[src/rtl/attocore_pkg.sv]
// Shared definitions for the attocore_p CPU: opcodes, FSM states and special register indices.
package attocore_pkg;

  localparam int unsigned IR_W  = 8;
  localparam int unsigned REG_N = 16;

  localparam logic [2:0] OP_NOP = 3'd0;
  localparam logic [2:0] OP_JMP = 3'd1;
  localparam logic [2:0] OP_ADD = 3'd2;
  localparam logic [2:0] OP_LOG = 3'd3;
  localparam logic [2:0] OP_XOR = 3'd4;
  localparam logic [2:0] OP_MOV = 3'd5;
  localparam logic [2:0] OP_MEM = 3'd6;
  localparam logic [2:0] OP_SYS = 3'd7;

  typedef enum logic [2:0] {FETCH, DECODE, MEM, IMM, HALT} state_t;

  localparam logic [3:0] R_ADDR_LO = 4'd0;
  localparam logic [3:0] R_ADDR_HI = 4'd1;
  localparam logic [3:0] R_PC_LO   = 4'd2;
  localparam logic [3:0] R_PC_HI   = 4'd3;
  localparam logic [3:0] R_IR      = 4'd4;
  localparam logic [3:0] R_A       = 4'd5;
  localparam logic [3:0] R_Y       = 4'd7;

endpackage

[src/rtl/attocore_alu.sv]
// Combinational ALU for ops 2-4: result Y plus zero and carry/borrow/shift-out flags.
module attocore_alu
  import attocore_pkg::*;
#(
  parameter int unsigned DATA_W = 8
) (
  input  logic [DATA_W-1:0] a,
  input  logic [DATA_W-1:0] b,
  input  logic [2:0]        op,
  input  logic              m,
  output logic [DATA_W-1:0] y,
  output logic              z,
  output logic              c
);

  logic [DATA_W:0] sum;

  always_comb begin
    sum = (DATA_W+1)'(a) + (DATA_W+1)'(b);
    y   = '0;
    c   = 1'b0;
    case (op)
      OP_ADD: begin
        if (m) begin
          y = a - b;
          c = (a < b);
        end else begin
          y = sum[DATA_W-1:0];
          c = sum[DATA_W];
        end
      end
      OP_LOG: y = m ? (a | b) : (a & b);
      OP_XOR: begin
        if (m) begin
          y = b >> 1;
          c = b[0];
        end else begin
          y = a ^ b;
        end
      end
      default: ;
    endcase
  end

  assign z = (y == '0);

endmodule

[src/rtl/attocore_p.sv]
// Multi-cycle accumulator CPU: fetch/decode FSM, register file and req/ack memory bus driver.
module attocore_p
  import attocore_pkg::*;
#(
  parameter int unsigned     DATA_W   = 8,
  parameter int unsigned     ADDR_W   = 16,
  parameter logic [ADDR_W-1:0] RESET_PC = '0
) (
  input  logic              clock,
  input  logic              reset,
  output logic [ADDR_W-1:0] address_bus,
  output logic [DATA_W-1:0] data_out,
  input  logic [DATA_W-1:0] data_in,
  output logic              data_dir,
  output logic              mem_req,
  input  logic              mem_ack,
  output logic              halted
);

  localparam int unsigned PW = 2 * DATA_W;

  state_t              state_q, state_d;
  logic [ADDR_W-1:0]   pc_q, pc_d, pc_inc, addr_reg, addr_d;
  logic [IR_W-1:0]     ir_q, ir_d;
  logic [DATA_W-1:0]   rf [REG_N];
  logic                z_q, z_d, c_q, c_d, halted_d, req_d, dir_d;
  logic [DATA_W-1:0]   dout_d, rn, wr_data, alu_y;
  logic                wr_en, alu_z, alu_c;
  logic [3:0]          wr_idx;
  logic [PW-1:0]       pc_ext;
  logic [2:0]          op;
  logic                m;
  logic [3:0]          n;

  assign op       = ir_q[7:5];
  assign m        = ir_q[4];
  assign n        = ir_q[3:0];
  assign pc_inc   = pc_q + ADDR_W'(1);
  assign addr_reg = ADDR_W'({rf[R_ADDR_HI], rf[R_ADDR_LO]});
  assign pc_ext   = PW'(pc_q);

  // r2..r4 are read-only views of pc and ir
  always_comb begin
    case (n)
      R_PC_LO: rn = pc_ext[DATA_W-1:0];
      R_PC_HI: rn = pc_ext[PW-1:DATA_W];
      R_IR:    rn = DATA_W'(ir_q);
      default: rn = rf[n];
    endcase
  end

  attocore_alu #(.DATA_W(DATA_W)) u_alu (
    .a  (rf[R_A]),
    .b  (rn),
    .op (op),
    .m  (m),
    .y  (alu_y),
    .z  (alu_z),
    .c  (alu_c)
  );

  always_comb begin
    state_d  = state_q;
    pc_d     = pc_q;
    ir_d     = ir_q;
    z_d      = z_q;
    c_d      = c_q;
    halted_d = halted;
    req_d    = mem_req;
    addr_d   = address_bus;
    dout_d   = data_out;
    dir_d    = data_dir;
    wr_en    = 1'b0;
    wr_idx   = n;
    wr_data  = alu_y;
    case (state_q)
      FETCH: begin
        // entered idle after reset or a MEM/IMM access: raise the request one cycle later
        if (!mem_req) begin
          req_d  = 1'b1;
          addr_d = pc_q;
          dir_d  = 1'b1;
        end else if (mem_ack) begin
          req_d   = 1'b0;
          ir_d    = data_in[IR_W-1:0];
          state_d = DECODE;
        end
      end
      DECODE: begin
        pc_d    = pc_inc;
        state_d = FETCH;
        case (op)
          OP_JMP: if (!m || z_q) pc_d = addr_reg;
          OP_ADD, OP_LOG, OP_XOR: begin
            wr_en   = 1'b1;
            wr_idx  = R_Y;
            wr_data = alu_y;
            z_d     = alu_z;
            c_d     = alu_c;
          end
          OP_MOV: begin
            wr_en   = 1'b1;
            wr_idx  = m ? n : R_A;
            wr_data = m ? rf[R_Y] : rn;
          end
          OP_MEM: begin
            state_d = MEM;
            req_d   = 1'b1;
            addr_d  = addr_reg;
            dir_d   = !m;
            dout_d  = m ? rn : '0;
          end
          OP_SYS: begin
            if (m) begin
              state_d  = HALT;
              halted_d = 1'b1;
            end else begin
              state_d = IMM;
              req_d   = 1'b1;
              addr_d  = pc_inc;
              dir_d   = 1'b1;
            end
          end
          default: ;
        endcase
        // back-to-back fetch: DECODE itself provides the idle cycle
        if (state_d == FETCH) begin
          req_d  = 1'b1;
          addr_d = pc_d;
          dir_d  = 1'b1;
        end
      end
      MEM: begin
        if (mem_ack) begin
          req_d   = 1'b0;
          dir_d   = 1'b1;
          state_d = FETCH;
          if (data_dir) begin
            wr_en   = 1'b1;
            wr_data = data_in;
          end
        end
      end
      IMM: begin
        if (mem_ack) begin
          req_d   = 1'b0;
          pc_d    = pc_inc;
          state_d = FETCH;
          wr_en   = 1'b1;
          wr_data = data_in;
        end
      end
      default: ;
    endcase
  end

  always_ff @(posedge clock) begin
    if (reset) begin
      state_q     <= FETCH;
      pc_q        <= RESET_PC;
      ir_q        <= '0;
      z_q         <= 1'b0;
      c_q         <= 1'b0;
      halted      <= 1'b0;
      mem_req     <= 1'b0;
      address_bus <= RESET_PC;
      data_out    <= '0;
      data_dir    <= 1'b1;
      for (int i = 0; i < REG_N; i++) rf[i] <= '0;
    end else begin
      state_q     <= state_d;
      pc_q        <= pc_d;
      ir_q        <= ir_d;
      z_q         <= z_d;
      c_q         <= c_d;
      halted      <= halted_d;
      mem_req     <= req_d;
      address_bus <= addr_d;
      data_out    <= dout_d;
      data_dir    <= dir_d;
      if (wr_en && !(wr_idx inside {R_PC_LO, R_PC_HI, R_IR})) rf[wr_idx] <= wr_data;
    end
  end

endmodule

[config.mk]
export PLATFORM = sky130hd
export DESIGN_NAME = attocore_p
export DESIGN_NICKNAME = d
export VERILOG_FILES = /design/src/rtl/attocore_pkg.sv /design/src/rtl/attocore_alu.sv /design/src/rtl/attocore_p.sv
export SDC_FILE = /design/constraint.sdc
export NUM_CORES = 1
export LEC_CHECK = 0
export ABC_CLOCK_PERIOD_IN_PS = 9100
export CORE_MARGIN = 2
export CORE_UTILIZATION = 55
export CTS_BUF_LIST = sky130_fd_sc_hd__clkbuf_16
export CTS_CLUSTER_DIAMETER = 30
export DETAILED_ROUTE_END_ITERATION = 10
export PLACE_DENSITY = 0.77
export SYNTH_ARGS = -nofsm -noshare
export SYNTH_HDL_FRONTEND = slang
export SYNTH_SLANG_ARGS = --single-unit
[constraint.sdc]
create_clock -name clock -period 9.1 [get_ports clock]
set_input_delay 0.91 -clock clock [delete_from_list [all_inputs] [get_ports clock]]
set_output_delay 0.91 -clock clock [all_outputs]
set_load 0.05 [all_outputs]
Run 1, cells by drive strength:
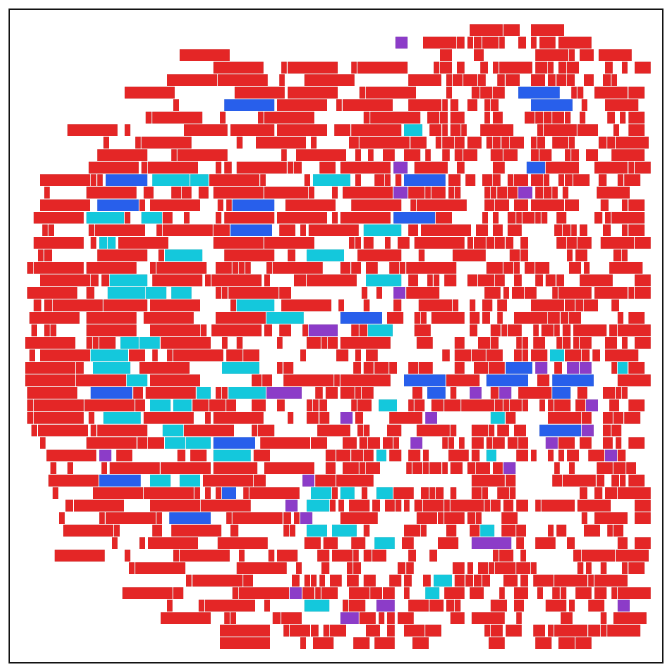
| color | size | cells | share |
|---|---|---|---|
| purple | x3 and x4 | 29 | 2.8% |
| cyan | x2 | 53 | 5.1% |
| blue | x6 and larger | 23 | 2.2% |
| red | x1 and smaller | 938 | 90% |
fin worst setup slack: 3.28 ns
layout-stage area growth over the synthesis result: 10.4%
Buffers excl. clock: 55
Final Cell Area: 11,500 um^2

Run 1, met1 routing:
Supply wires on this layer in gray. Cells faint in the background.
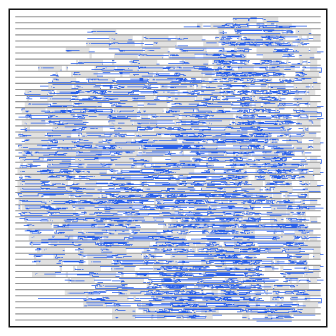
nets with wire on the layer: 1,005
share of all routed wire: 42%
longest straight run: 53.4 um

Run 1, cell classes on the final placement:
Bar = 50 um.
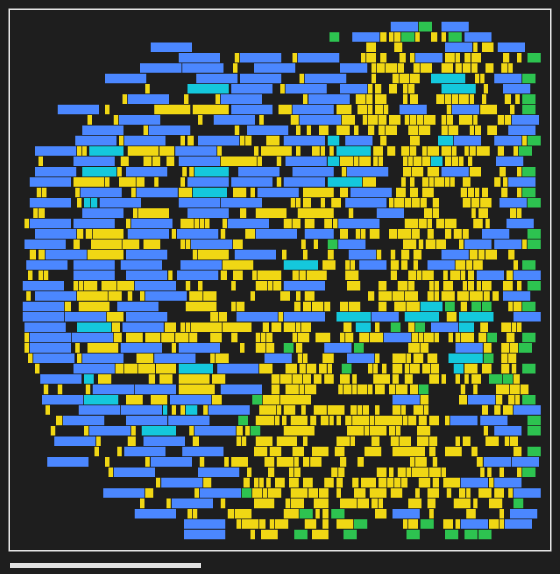
| color | class | cells | share of their area |
|---|---|---|---|
| cyan | clock drivers and dummy loads | 31 | 5.1% |
| yellow | remaining logic cells | 770 | 46% |
| blue | sequential cells | 187 | 45% |
| green | remaining buffers and delay cells | 55 | 4.5% |
Core Footprint: 18,600 um^2
end-of-flow core utilization: 61.8%

==> run summary, run 1 <==
Notes on the flow outputs.

- The synthesis report names the predominant flop master as sky130_fd_sc_hd__edfxtp_1.
- The worst hold path class reads reg2reg.
- Yosys attributes the largest share of cell area to sky130_fd_sc_hd__edfxtp_1 (37%), sky130_fd_sc_hd__dfxtp_1 (11%), sky130_fd_sc_hd__nor2_1 (6.1%).
- The worst-case headroom to the max-slew limit is 23.6%.
- After detailed routing, the average wire length per cell comes to 22.3 um.
- The aggregate routed wire length is 28,500 um.
- The final number of setup-violating endpoints reads 0.
- The via count of the first global-routing pass reads 7,505.
- The type of origin of the critical path is a flip-flop.
- The largest net degree at the start of global routing is 58.
- The number of antenna violations at the first check in global routing is 1.
- Buffers inserted during clock tree synthesis total 17.
- STA puts the critical path data required time at 9.24 ns.
- The count of instantiated cells in the yosys netlist is 1,013.
- Once detailed placement completed, the half-perimeter wirelength came to 19,700 um.
- The sequential cell area fraction in the yosys report reads 48.2%.
- The minimum setup slack after placement is 3.35 ns.
- The number of hold buffers added after CTS was 0.
- Counting instances in the post-synthesis netlist gives the leading cell types as sky130_fd_sc_hd__nor2_1 (170), sky130_fd_sc_hd__edfxtp_1 (128), sky130_fd_sc_hd__nand2_1 (70).
- The total of max-cap violations is 0.
- The post-synth tally of flip-flops with integrated enable reads 128.
- The minimum setup slack among reg-to-reg paths is 3.28 ns.
- The endpoint of the worst hold-timing path is address_bus[9]$_SDFFE_PP0P_.
- The flow ran to the end, and the final reports show no timing, DRC or antenna violations.
- The via count normalized by instance count reads 6.37.
- The critical path start-end classification reads reg2reg.
- Before any placement, the netlist area is recorded as 10,400 um^2.
- The CTS tree reads yes.
- The net count reported at finish is 1,066.
- The clock period minus worst slack is 5.82 ns.
- The kind of end point of the critical path is a flip-flop.
- The count of warning messages emitted by the tools is 33.
- The buffer type at the clock tree root is sky130_fd_sc_hd__clkbuf_16.
- In this run the post-CTS setup repair buffer count came out at 0.
- The top cell types in the final layout, fill and taps aside, are sky130_fd_sc_hd__nor2_1 (170), sky130_fd_sc_hd__edfxtp_1 (128), sky130_fd_sc_hd__nand2_1 (70), sky130_fd_sc_hd__a21oi_1 (60), sky130_fd_sc_hd__dfxtp_1 (58).
- For reference, the final report shows the max-slew violation count at 0.
-- run 1: logic make-up after synthesis --
logic type	synth area share, %
compound gates	17.5
xor+xnor	1.10
fa+ha+maj	2.95
buf+inv	4.56
flops	48.2
mux	9.01
other cells	0.0359
simple gates	16.7
-- run 1: routing by layer --
metal	up-vias	GRT usage, %	wire [um]
li1	3793	-	-
met1	3908	42.4	12100
met2	388	45.8	13200
met3	56	5.47	2340
met4	0	10.5	879
met5	-	0	0
-- run 1: critical path: stages, from the launching register on --
cell	delay (ns)
sky130_fd_sc_hd__dfxtp_2	0.31
sky130_fd_sc_hd__buf_4	0.49
sky130_fd_sc_hd__mux4_2	0.33
sky130_fd_sc_hd__nand2_1	0.05
sky130_fd_sc_hd__a2111oi_0	0.79
sky130_fd_sc_hd__or2_2	0.31
sky130_fd_sc_hd__inv_1	0.12
sky130_fd_sc_hd__ha_1	0.29
sky130_fd_sc_hd__nor2_1	0.04
sky130_fd_sc_hd__a21oi_1	0.23
sky130_fd_sc_hd__inv_1	0.08
sky130_fd_sc_hd__ha_1	0.29
sky130_fd_sc_hd__nand2b_1	0.10
sky130_fd_sc_hd__a21o_1	0.12
sky130_fd_sc_hd__a21oi_1	0.10
sky130_fd_sc_hd__o41ai_1	0.46
sky130_fd_sc_hd__xnor3_1	0.26
sky130_fd_sc_hd__nor2_1	0.06
sky130_fd_sc_hd__mux2i_2	0.87
sky130_fd_sc_hd__a211oi_2	0.18
-- run 1: layout make-up --
| cell class | count | area, um^2 | area share, % |
|---|---|---|---|
| clock buffers | 17 | 425 | 3.69 |
| well taps | 234 | 293 | 2.54 |
| diodes | 1 | 2.50 | 0.0217 |
| multi-input cells | 744 | 5030 | 43.7 |
| clock inverters | 14 | 144 | 1.25 |
| repair buffers | 55 | 503 | 4.37 |
| flip-flops and latches | 187 | 5030 | 43.6 |
| inverters | 26 | 97.6 | 0.847 |
-- run 1: worst max-delay path by stage --
stage	slack, ns	end	startpoint
finish	3.28	rf[11][7]$_SDFFCE_PN0P_	flip-flop
global route	2.90	rf[5][7]$_SDFFCE_PN0P_	ir_q[0]$_SDFFE_PP0P_
CTS	3.34	rf[11][7]$_SDFFCE_PN0P_	flip-flop
detailed placement	3.35	rf[11][7]$_SDFFCE_PN0P_	flip-flop
global placement	3.46	rf[0][7]$_SDFFCE_PN0P_	flip-flop
floorplan	4.61	rf[6][7]$_SDFFCE_PN0P_	flip-flop
-- run 1: report_power, final --
group / internal [mW] / leakage (nW) / switching [mW]
registers: 0.936 / 1.79 / 0.0227
clock network: 0.383 / 0.279 / 0.341
logic: 0.118 / 1.84 / 0.200
-- run 1: per-stage QoR --
step           hold WS [ns]  instance area [um^2]  cells  util, %
2_1_floorplan         0.527                 10500   1036        -
3_3_place_gp          0.443                 10900   1246     58.7
3_5_place_dp          0.447                 10900   1246     58.7
4_1_cts               0.456                 11500   1277     61.8
5_1_grt               0.464                 11500   1277     61.8
6_report              0.452                 11500   1278     61.8
-- run 1: sequential cells by signal, indices dropped and copies added (netlist names), 3 cells and up, named ones only --
name and count:
data_out 8, address_bus 16, state_q 3, ir_q 8, rf 128, pc_ext 16
Run 1, the clock network:
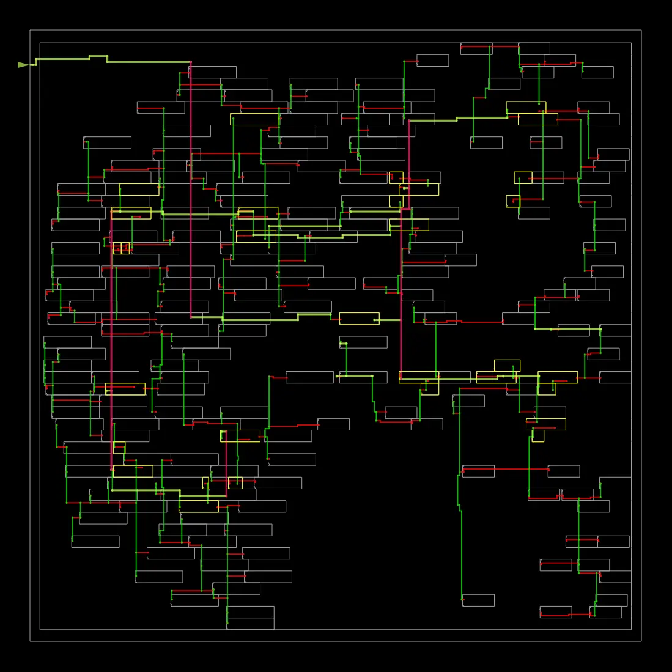

==> inputs of run 2 (changes only) <==
--- a/config.mk
+++ b/config.mk
@@ -5,7 +5,7 @@
 export SDC_FILE = /design/constraint.sdc
 export NUM_CORES = 1
 export LEC_CHECK = 0
-export ABC_CLOCK_PERIOD_IN_PS = 9100
+export ABC_CLOCK_PERIOD_IN_PS = 5400
 export CORE_MARGIN = 2
 export CORE_UTILIZATION = 55
 export CTS_BUF_LIST = sky130_fd_sc_hd__clkbuf_16
==> constraint.sdc (replaced) <==
create_clock -name clock -period 5.4 [get_ports clock]
set_input_delay 0.54 -clock clock [delete_from_list [all_inputs] [get_ports clock]]
set_output_delay 0.54 -clock clock [all_outputs]
set_load 0.05 [all_outputs]
Run 2, the clock network:
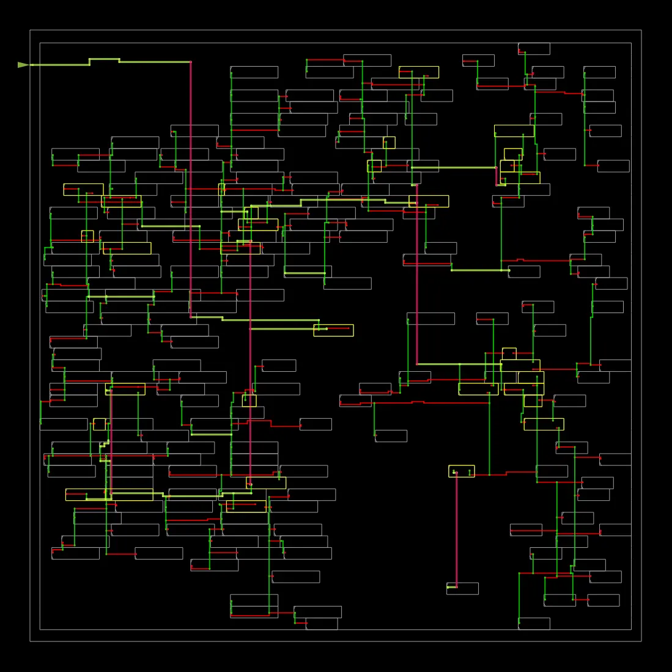
number of clock buffer instances in the layout: 17
power of the clock network: 1.31 mW
clock sink total: 187

Run 2, met1 routing:
Supply wires on this layer in gray. Cells faint in the background.
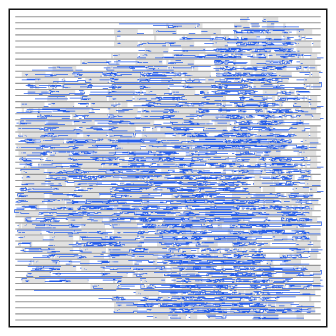
main direction: horizontal
nets with wire on the layer: 1,003
wire length on this layer: 12,200 um
total vias in the final route: 8,203
aggregate routed wire length: 28,700 um
GRT met1 Usage: 40.5%

==> run 2 against run 1 <==
Effect of this change: first-iteration DRC count is 5.6% lower; clock power is 81% higher; combinational power is 69% higher; synthesized cell count stayed put; sequential power is 69% higher; via count is 0.71% higher; cell count is 0.78% higher; sequential share of layout area is 0.50 points lower; global-route usage is 0.28 points lower; critical path depth is 1 lower; core utilization is 0.78 points higher; clock-buffer cell count stayed put.
==> run summary, run 2 <==
Notes on the flow outputs.

- The flow ran to the end, and the final reports show no timing, DRC or antenna violations.
- The final number of setup-violating endpoints reads 0.
- The minimum setup slack among reg-to-reg paths reads 0.41 ns.
- The number of hold-repair buffers added at the cts stage reads 0.
- Counting pins that exceed their max-slew limit in the final report gives 0.
- The routed wire length per instance is 22.3 um.
- The type of origin of the critical path reads a flip-flop.
- The most flop-heavy register reads rf.
- The total of max-cap violations reads 0.
- The sequential cell area fraction in the yosys report is 48.2%.
- The number of flip-flops under the largest register name reads 128.
- STA on the placed design reports a worst setup slack of 0.336 ns.
- The net count reported at finish reads 1,076.
- The kind of end point of the critical path is a flip-flop.
- The CTS buffer count reads 17.
- The clock period could shrink to 4.99 ns.
- TritonCTS built the clock tree.
- The critical path endpoint reads rf[6][7]$_SDFFCE_PN0P_.
- The busiest metal layer after global routing reads met2.
- The multiplexer area fraction after synthesis is 9.01%.
- The commonest register cell is sky130_fd_sc_hd__edfxtp_1.
- Along the critical path, the tally of buffer and inverter instances is 3.
- For reference, the top cells by count after synthesis are sky130_fd_sc_hd__nor2_1 (170), sky130_fd_sc_hd__edfxtp_1 (128), sky130_fd_sc_hd__nand2_1 (70).
- The peak per-stage delay on the critical path is 0.54 ns.
- The area growth from synthesis to layout reads 11.8%.
- The worst-case headroom to the max-slew limit reads 27.0%.
Run 2, clock network drawn from the DEF:
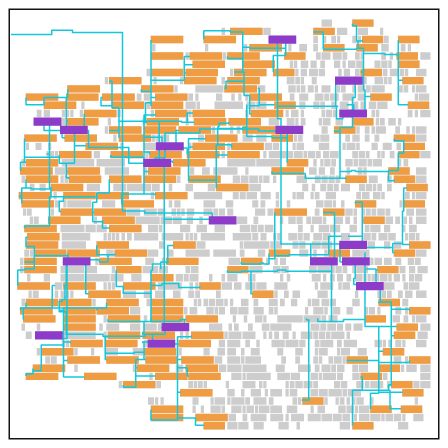
[cyan] clock wires | length: 2,330 um
[purple] clock-net drivers | count: 17
[orange] flip-flops | count: 187
routed clock nets: 18
flops lie: widely spread

run 2: worst min path at each step:
stage	end	slack, ns	cells after the start
after floorplan	pc_ext[15]$_SDFFE_PP0P_	0.53	2
after global placement	address_bus[14]$_SDFFE_PP0P_	0.44	2
after detailed placement	address_bus[14]$_SDFFE_PP0P_	0.45	2
after CTS	address_bus[7]$_SDFFE_PP0P_	0.46	2
after global routing	address_bus[1]$_SDFFE_PP0P_	0.47	2
final	address_bus[1]$_SDFFE_PP0P_	0.45	2
run 2: power breakdown:
part | switching [mW] | internal [mW] | total [mW]
Clock | 0.606 | 0.699 | 1.31
Sequential | 0.0445 | 1.58 | 1.62
Combinational | 0.332 | 0.205 | 0.537
run 2: worst min-delay path, stage by stage (launching register included):
cell and delay [ns]:
sky130_fd_sc_hd__dfxtp_1 0.31, sky130_fd_sc_hd__nand2_1 0.05, sky130_fd_sc_hd__a21oi_1 0.05
run 2: cells by family after synthesis:
logic type               Yosys count
AND-OR/OR-AND                    256
XOR/XNOR                          10
adder cells (fa/ha/maj)           24
buffers and inverters            105
flip-flops                       187
multiplexers                      63
other                              1
AND/OR/NAND/NOR                  367
run 2: final cells by class:
class	instances	area, um^2	area share [%]
multi-input cells	744	5040	43.2
well taps	234	293	2.51
flip-flops and latches	187	5030	43.1
repair buffers	65	591	5.06
clock buffers	17	425	3.65
clock inverters	15	185	1.59
inverters	26	97.6	0.837
run 2: per-stage QoR:
| stage | total power [mW] | area, um^2 | utilization, % | instances | hold slack [ns] |
|---|---|---|---|---|---|
| after floorplan | 2.03 | 10500 | - | 1036 | 0.527 |
| after global placement | 2.17 | 11000 | 59.2 | 1256 | 0.442 |
| after detailed placement | 2.18 | 11000 | 59.2 | 1256 | 0.447 |
| after CTS | 3.46 | 11600 | 62.5 | 1288 | 0.457 |
| after global routing | 3.57 | 11700 | 62.6 | 1288 | 0.468 |
| final | 3.46 | 11700 | 62.6 | 1288 | 0.454 |
run 2: layer usage:
layer,vias up,share of wire [%]
met5,-,0
met4,0,3.6
met3,60,7.0
met2,401,47
met1,3942,42
li1,3800,-
run 2: timing repair:
action | CTS | global route
setup endpoints to repair | 0 | 13
gates resized | 0 | 7
setup buffers | 0 | 0
Power is estimated from default activity; no workload was simulated.
